==> images/met1.png <==
Bar = 20 um. Supply wires on this layer in grey.
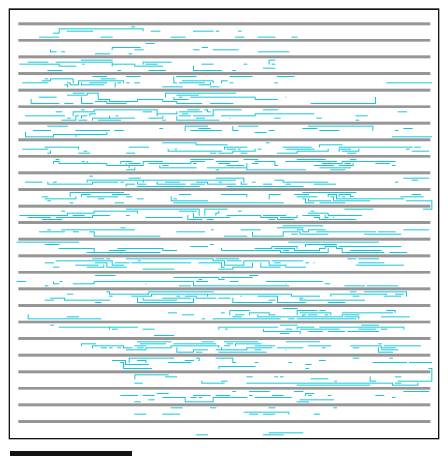
==> images/met2.png <==
Cells faint in the background.
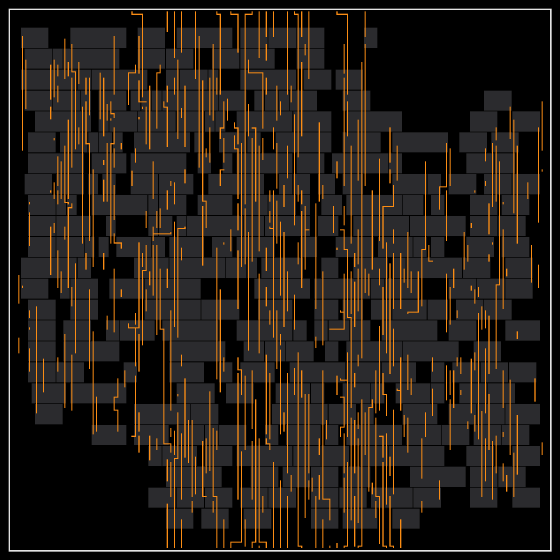
==> images/final_congestion.png <==
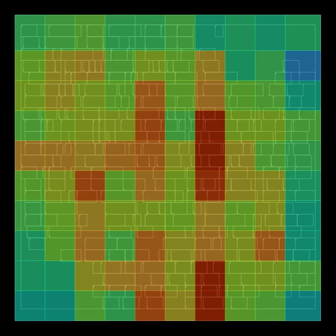
==> images/met3.png <==
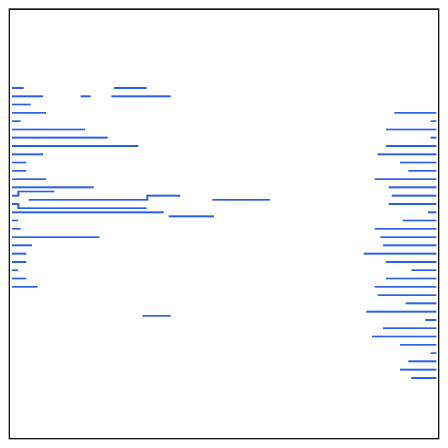
===== src/rtl/mem_arbiter.sv =====
// Two-requester arbiter/sequencer for the single-port unified program/data memory.
// Define MEM_ARB_ROUND_ROBIN_EN for round-robin tie-break; default is fixed priority to r0.
module mem_arbiter #(
    parameter int unsigned ADDR_W = 13,
    parameter int unsigned DATA_W = 8
) (
    input  logic              clk,
    input  logic              rst,

    input  logic              r0_req,
    input  logic              r0_we,
    input  logic [ADDR_W-1:0] r0_addr,
    input  logic [DATA_W-1:0] r0_wdata,
    output logic              r0_ack,
    output logic [DATA_W-1:0] r0_rdata,

    input  logic              r1_req,
    input  logic              r1_we,
    input  logic [ADDR_W-1:0] r1_addr,
    input  logic [DATA_W-1:0] r1_wdata,
    output logic              r1_ack,
    output logic [DATA_W-1:0] r1_rdata,

    output logic [ADDR_W-1:0] mem_address,
    output logic [DATA_W-1:0] mem_write_data,
    output logic              mem_read,
    output logic              mem_write,
    input  logic [DATA_W-1:0] mem_command
);

    typedef enum logic [1:0] {
        StIdle,
        StAccess,
        StDone
    } state_e;

    state_e state_q, state_d;

    logic              we_q, we_d;
    logic              grant_q, grant_d;
    logic [ADDR_W-1:0] addr_q, addr_d;
    logic [DATA_W-1:0] wdata_q, wdata_d;
    logic [DATA_W-1:0] r0_rdata_q, r0_rdata_d;
    logic [DATA_W-1:0] r1_rdata_q, r1_rdata_d;
    logic              r0_ack_q, r0_ack_d;
    logic              r1_ack_q, r1_ack_d;
    logic              mem_read_q, mem_read_d;
    logic              mem_write_q, mem_write_d;

    logic              any_req;
    logic              winner;
    logic              sel_we;
    logic [ADDR_W-1:0] sel_addr;
    logic [DATA_W-1:0] sel_wdata;

`ifdef MEM_ARB_ROUND_ROBIN_EN
    logic last_q, last_d;
`endif

    assign any_req = r0_req | r1_req;

    // Winner is only meaningful in StIdle with any_req set.
    always_comb begin
        winner = ~r0_req;
`ifdef MEM_ARB_ROUND_ROBIN_EN
        if (r0_req && r1_req) begin
            winner = ~last_q;
        end
`endif
    end

    assign sel_we    = winner ? r1_we    : r0_we;
    assign sel_addr  = winner ? r1_addr  : r0_addr;
    assign sel_wdata = winner ? r1_wdata : r0_wdata;

    always_comb begin
        state_d     = state_q;
        we_d        = we_q;
        grant_d     = grant_q;
        addr_d      = addr_q;
        wdata_d     = wdata_q;
        r0_rdata_d  = r0_rdata_q;
        r1_rdata_d  = r1_rdata_q;
        r0_ack_d    = 1'b0;
        r1_ack_d    = 1'b0;
        mem_read_d  = 1'b0;
        mem_write_d = 1'b0;
`ifdef MEM_ARB_ROUND_ROBIN_EN
        last_d      = last_q;
`endif

        unique case (state_q)
            StIdle: begin
                if (any_req) begin
                    grant_d     = winner;
                    we_d        = sel_we;
                    addr_d      = sel_addr;
                    wdata_d     = sel_wdata;
                    // Strobes rise together with the new address on this edge.
                    mem_read_d  = ~sel_we;
                    mem_write_d = sel_we;
                    state_d     = StAccess;
`ifdef MEM_ARB_ROUND_ROBIN_EN
                    last_d      = winner;
`endif
                end
            end
            StAccess: begin
                // Memory read data has settled by the end of the strobe cycle.
                if (!we_q) begin
                    if (grant_q) begin
                        r1_rdata_d = mem_command;
                    end else begin
                        r0_rdata_d = mem_command;
                    end
                end
                r0_ack_d = ~grant_q;
                r1_ack_d = grant_q;
                state_d  = StDone;
            end
            StDone: begin
                state_d = StIdle;
            end
            default: begin
                state_d = StIdle;
            end
        endcase
    end

    always_ff @(posedge clk) begin
        if (rst) begin
            state_q     <= StIdle;
            we_q        <= 1'b0;
            grant_q     <= 1'b0;
            addr_q      <= '0;
            wdata_q     <= '0;
            r0_rdata_q  <= '0;
            r1_rdata_q  <= '0;
            r0_ack_q    <= 1'b0;
            r1_ack_q    <= 1'b0;
            mem_read_q  <= 1'b0;
            mem_write_q <= 1'b0;
`ifdef MEM_ARB_ROUND_ROBIN_EN
            last_q      <= 1'b1;
`endif
        end else begin
            state_q     <= state_d;
            we_q        <= we_d;
            grant_q     <= grant_d;
            addr_q      <= addr_d;
            wdata_q     <= wdata_d;
            r0_rdata_q  <= r0_rdata_d;
            r1_rdata_q  <= r1_rdata_d;
            r0_ack_q    <= r0_ack_d;
            r1_ack_q    <= r1_ack_d;
            mem_read_q  <= mem_read_d;
            mem_write_q <= mem_write_d;
`ifdef MEM_ARB_ROUND_ROBIN_EN
            last_q      <= last_d;
`endif
        end
    end

    assign r0_ack         = r0_ack_q;
    assign r1_ack         = r1_ack_q;
    assign r0_rdata       = r0_rdata_q;
    assign r1_rdata       = r1_rdata_q;
    assign mem_address    = addr_q;
    assign mem_write_data = wdata_q;
    assign mem_read       = mem_read_q;
    assign mem_write      = mem_write_q;

    ack_onehot_a : assert property (@(posedge clk) disable iff (rst) !(r0_ack && r1_ack));
    strobe_excl_a : assert property (@(posedge clk) disable iff (rst) !(mem_read && mem_write));

endmodule


===== config.mk =====
export PLATFORM = sky130hd
export DESIGN_NAME = mem_arbiter
export DESIGN_NICKNAME = d
export VERILOG_FILES = /design/src/rtl/mem_arbiter.sv
export SDC_FILE = /design/constraint.sdc
export NUM_CORES = 1
export LEC_CHECK = 0
export CAP_MARGIN = 20
export CORE_UTILIZATION = 41
export CTS_BUF_LIST = sky130_fd_sc_hd__clkbuf_4 sky130_fd_sc_hd__clkbuf_8
export DETAILED_ROUTE_END_ITERATION = 10
export PLACE_DENSITY = 0.9
export SLEW_MARGIN = 0
export SYNTH_ARGS = -nofsm -noshare
export SYNTH_HDL_FRONTEND = slang
export SYNTH_SLANG_ARGS = --single-unit

===== constraint.sdc =====
create_clock -name clk -period 1.6 [get_ports clk]
set_input_delay 0.24 -clock clk [delete_from_list [all_inputs] [get_ports clk]]
set_output_delay 0.24 -clock clk [all_outputs]
set_load 0.03 [all_outputs]

==> impl_metrics.ini <==
; physical design summary
[status]
status = completed

[power]
switchingPower_uw = 851
power_per_cell_area_nw_per_um2 = 925
internal-power_mw = 2.00
p_leak_nw = 1.33
peakVddDrop_uv = 643
clkPwrFrac_pct = 26.7

[cells_and_area]
mostFrequentLayoutCells = clkdlybuf4s50_1, dfxtp_1, a21oi_1
fin_nets = 338
drive_above_1_share_pct = 15.9
num_antenna_cells = 0
final_cell_area_um2 = 3080

[setup_path]
r2r_slack_ns = 0.22
critPathSlowestCell = clkdlybuf4s50_1
crit_arrival_ns = 1.32
crit_family = buffers and inverters
crit_type = reg2out
critPathMaxFanout = 2

[cts]
h-tree-depth = 2
clock_path_buffers = 2
cts_tree = yes
cts-root-buf = clkbuf_8
numCtsBuffers = 5
clock-sinks = 45

[floorplanning]
dieArea_um2 = 4940
pin_count = 97

[detailed_routing]
post-route-drc-count = 0
ant_nets = 0
drt-wirelength-per-cell_um = 15.2
drt_iter0_drc = 101
wl_um = 5110

[yosys]
yosysCellCount = 184
avgSynthCellArea_um2 = 10.4
ys_ff = 45
netlist_instances = 184
yosys-stat-area_um2 = 1910

[timing]
tns_ns = 0
rsz0062_at_grt = no
fin_crit_ns = 1.56
drv_slew = 0
worst_slew_pin_slew_ns = 0.374

[place]
dpl-instance-area_um2 = 2950

[global_routing]
grt_max_degree = 23
grt_overflow_total = 0
antenna_found_initial = 0
grt_pass1_wl_um = 8340

[min_path]
min-delay-path-class = in2reg
## Picture notes: met1.png
share of all routed wire: 42%
longest straight run: 24.4 um
wire length on this layer: 2150 um

## Picture notes: met2.png
share of all routed wire: 48%
wire length on this layer: 2460 um
nets with wire on the layer: 294
main direction: vertical

## Picture notes: final_congestion.png
global routing's busiest layer: met2
met1 global-route usage: 25.2%
Overall Global Routing Usage: 21.4%
grt met2 use: 35.6%

## Picture notes: met3.png
nets with wire on the layer: 61
wire length on this layer: 453 um
longest straight run: 24.6 um
main direction: horizontal
share of all routed wire: 8.9%

## layer usage
metal / up-vias / wire (um) / track usage, % / part of all wire [%]
met4: 0 / 51 / 7.11 / 1.0
li1: 852 / - / - / -
met3: 5 / 452 / 8.08 / 8.9
met1: 810 / 2150 / 25.2 / 42
met2: 67 / 2460 / 35.6 / 48
met5: - / 0 / 0 / 0
## power by group through the flow
| stage | Clock [mW] | Sequential, mW | Combinational, mW |
|---|---|---|---|
| after floorplan | 0 | 1.44 | 0.303 |
| after global routing | 0.826 | 1.28 | 0.873 |
| final | 0.760 | 1.26 | 0.824 |
| after CTS | 0.773 | 1.26 | 0.832 |
| after detailed placement | 0 | 1.29 | 0.829 |
| after global placement | 0 | 1.29 | 0.811 |
## cells by family (layout without fill, tap and decap cells)
logic type | count (synthesis) | after routing | synth area share [%]
AND-OR/OR-AND | 54 | 54 | 22.4
buffers and inverters | 17 | 116 | 4.91
flip-flops | 45 | 45 | 47.2
multiplexers | 30 | 30 | 15.7
AND/OR/NAND/NOR | 38 | 38 | 9.82
## through the flow
step	worst slack, ns	cells	power [mW]
floorplan	0.335	184	1.75
global placement	-0.0806	327	2.10
detailed placement	-0.0994	327	2.12
CTS	0.0180	335	2.87
global route	0.000979	335	2.97
finish	0.0383	335	2.85
## worst paths after layout
kind                                 from                       end  cells past startpoint
max reg2reg          grant_q$_SDFFE_PP0P_  r0_rdata[2]$_SDFFE_PP0P_                      3
max          mem_address[10]$_SDFFE_PP0P_           mem_address[10]                      1
min reg2reg      r0_rdata[0]$_SDFFE_PP0P_  r0_rdata[0]$_SDFFE_PP0P_                      2
min                                   rst   state_q[0]$_SDFFE_PP0P_                      2
## sequential cells by signal, summed over array words and instances, names as in the netlist
name / flops
r0_rdata: 8
r1_ack: 1
r0_ack: 1
r1_rdata: 8
grant_q: 1
mem_read: 1
we_q: 1
mem_write_data: 8
mem_address: 13
mem_write: 1
state_q: 2
## cells in the mapped netlist, drive strengths merged
cell / number / area share [%]
or4b: 1 / 0.52
nor3: 2 / 0.52
and2: 2 / 0.79
or2: 1 / 0.33
a211oi: 23 / 14
clkbuf: 8 / 1.6
buf: 9 / 3.3
nor2: 11 / 2.3
a21oi: 31 / 8.1
nand2: 17 / 3.3
nor4bb: 1 / 0.52
nor4b: 1 / 0.79
mux2i: 30 / 16
nor3b: 1 / 0.39
nand2b: 1 / 0.33
dfxtp: 45 / 47
## layout make-up
class / count / area (um^2)
flip-flops and latches: 45 / 901
multi-input cells: 122 / 922
clock buffers: 7 / 96.3
clock inverters: 1 / 5.00
fillers: 326 / 1340
well taps: 52 / 65.1
repair buffers: 108 / 1090
## timing repair
action,in CTS,in global routing
endpoints found under the setup margin,0,12
gates resized,0,12
hold buffers,0,0
Power figures rest on the tool's default switching activity, not on a simulated workload.
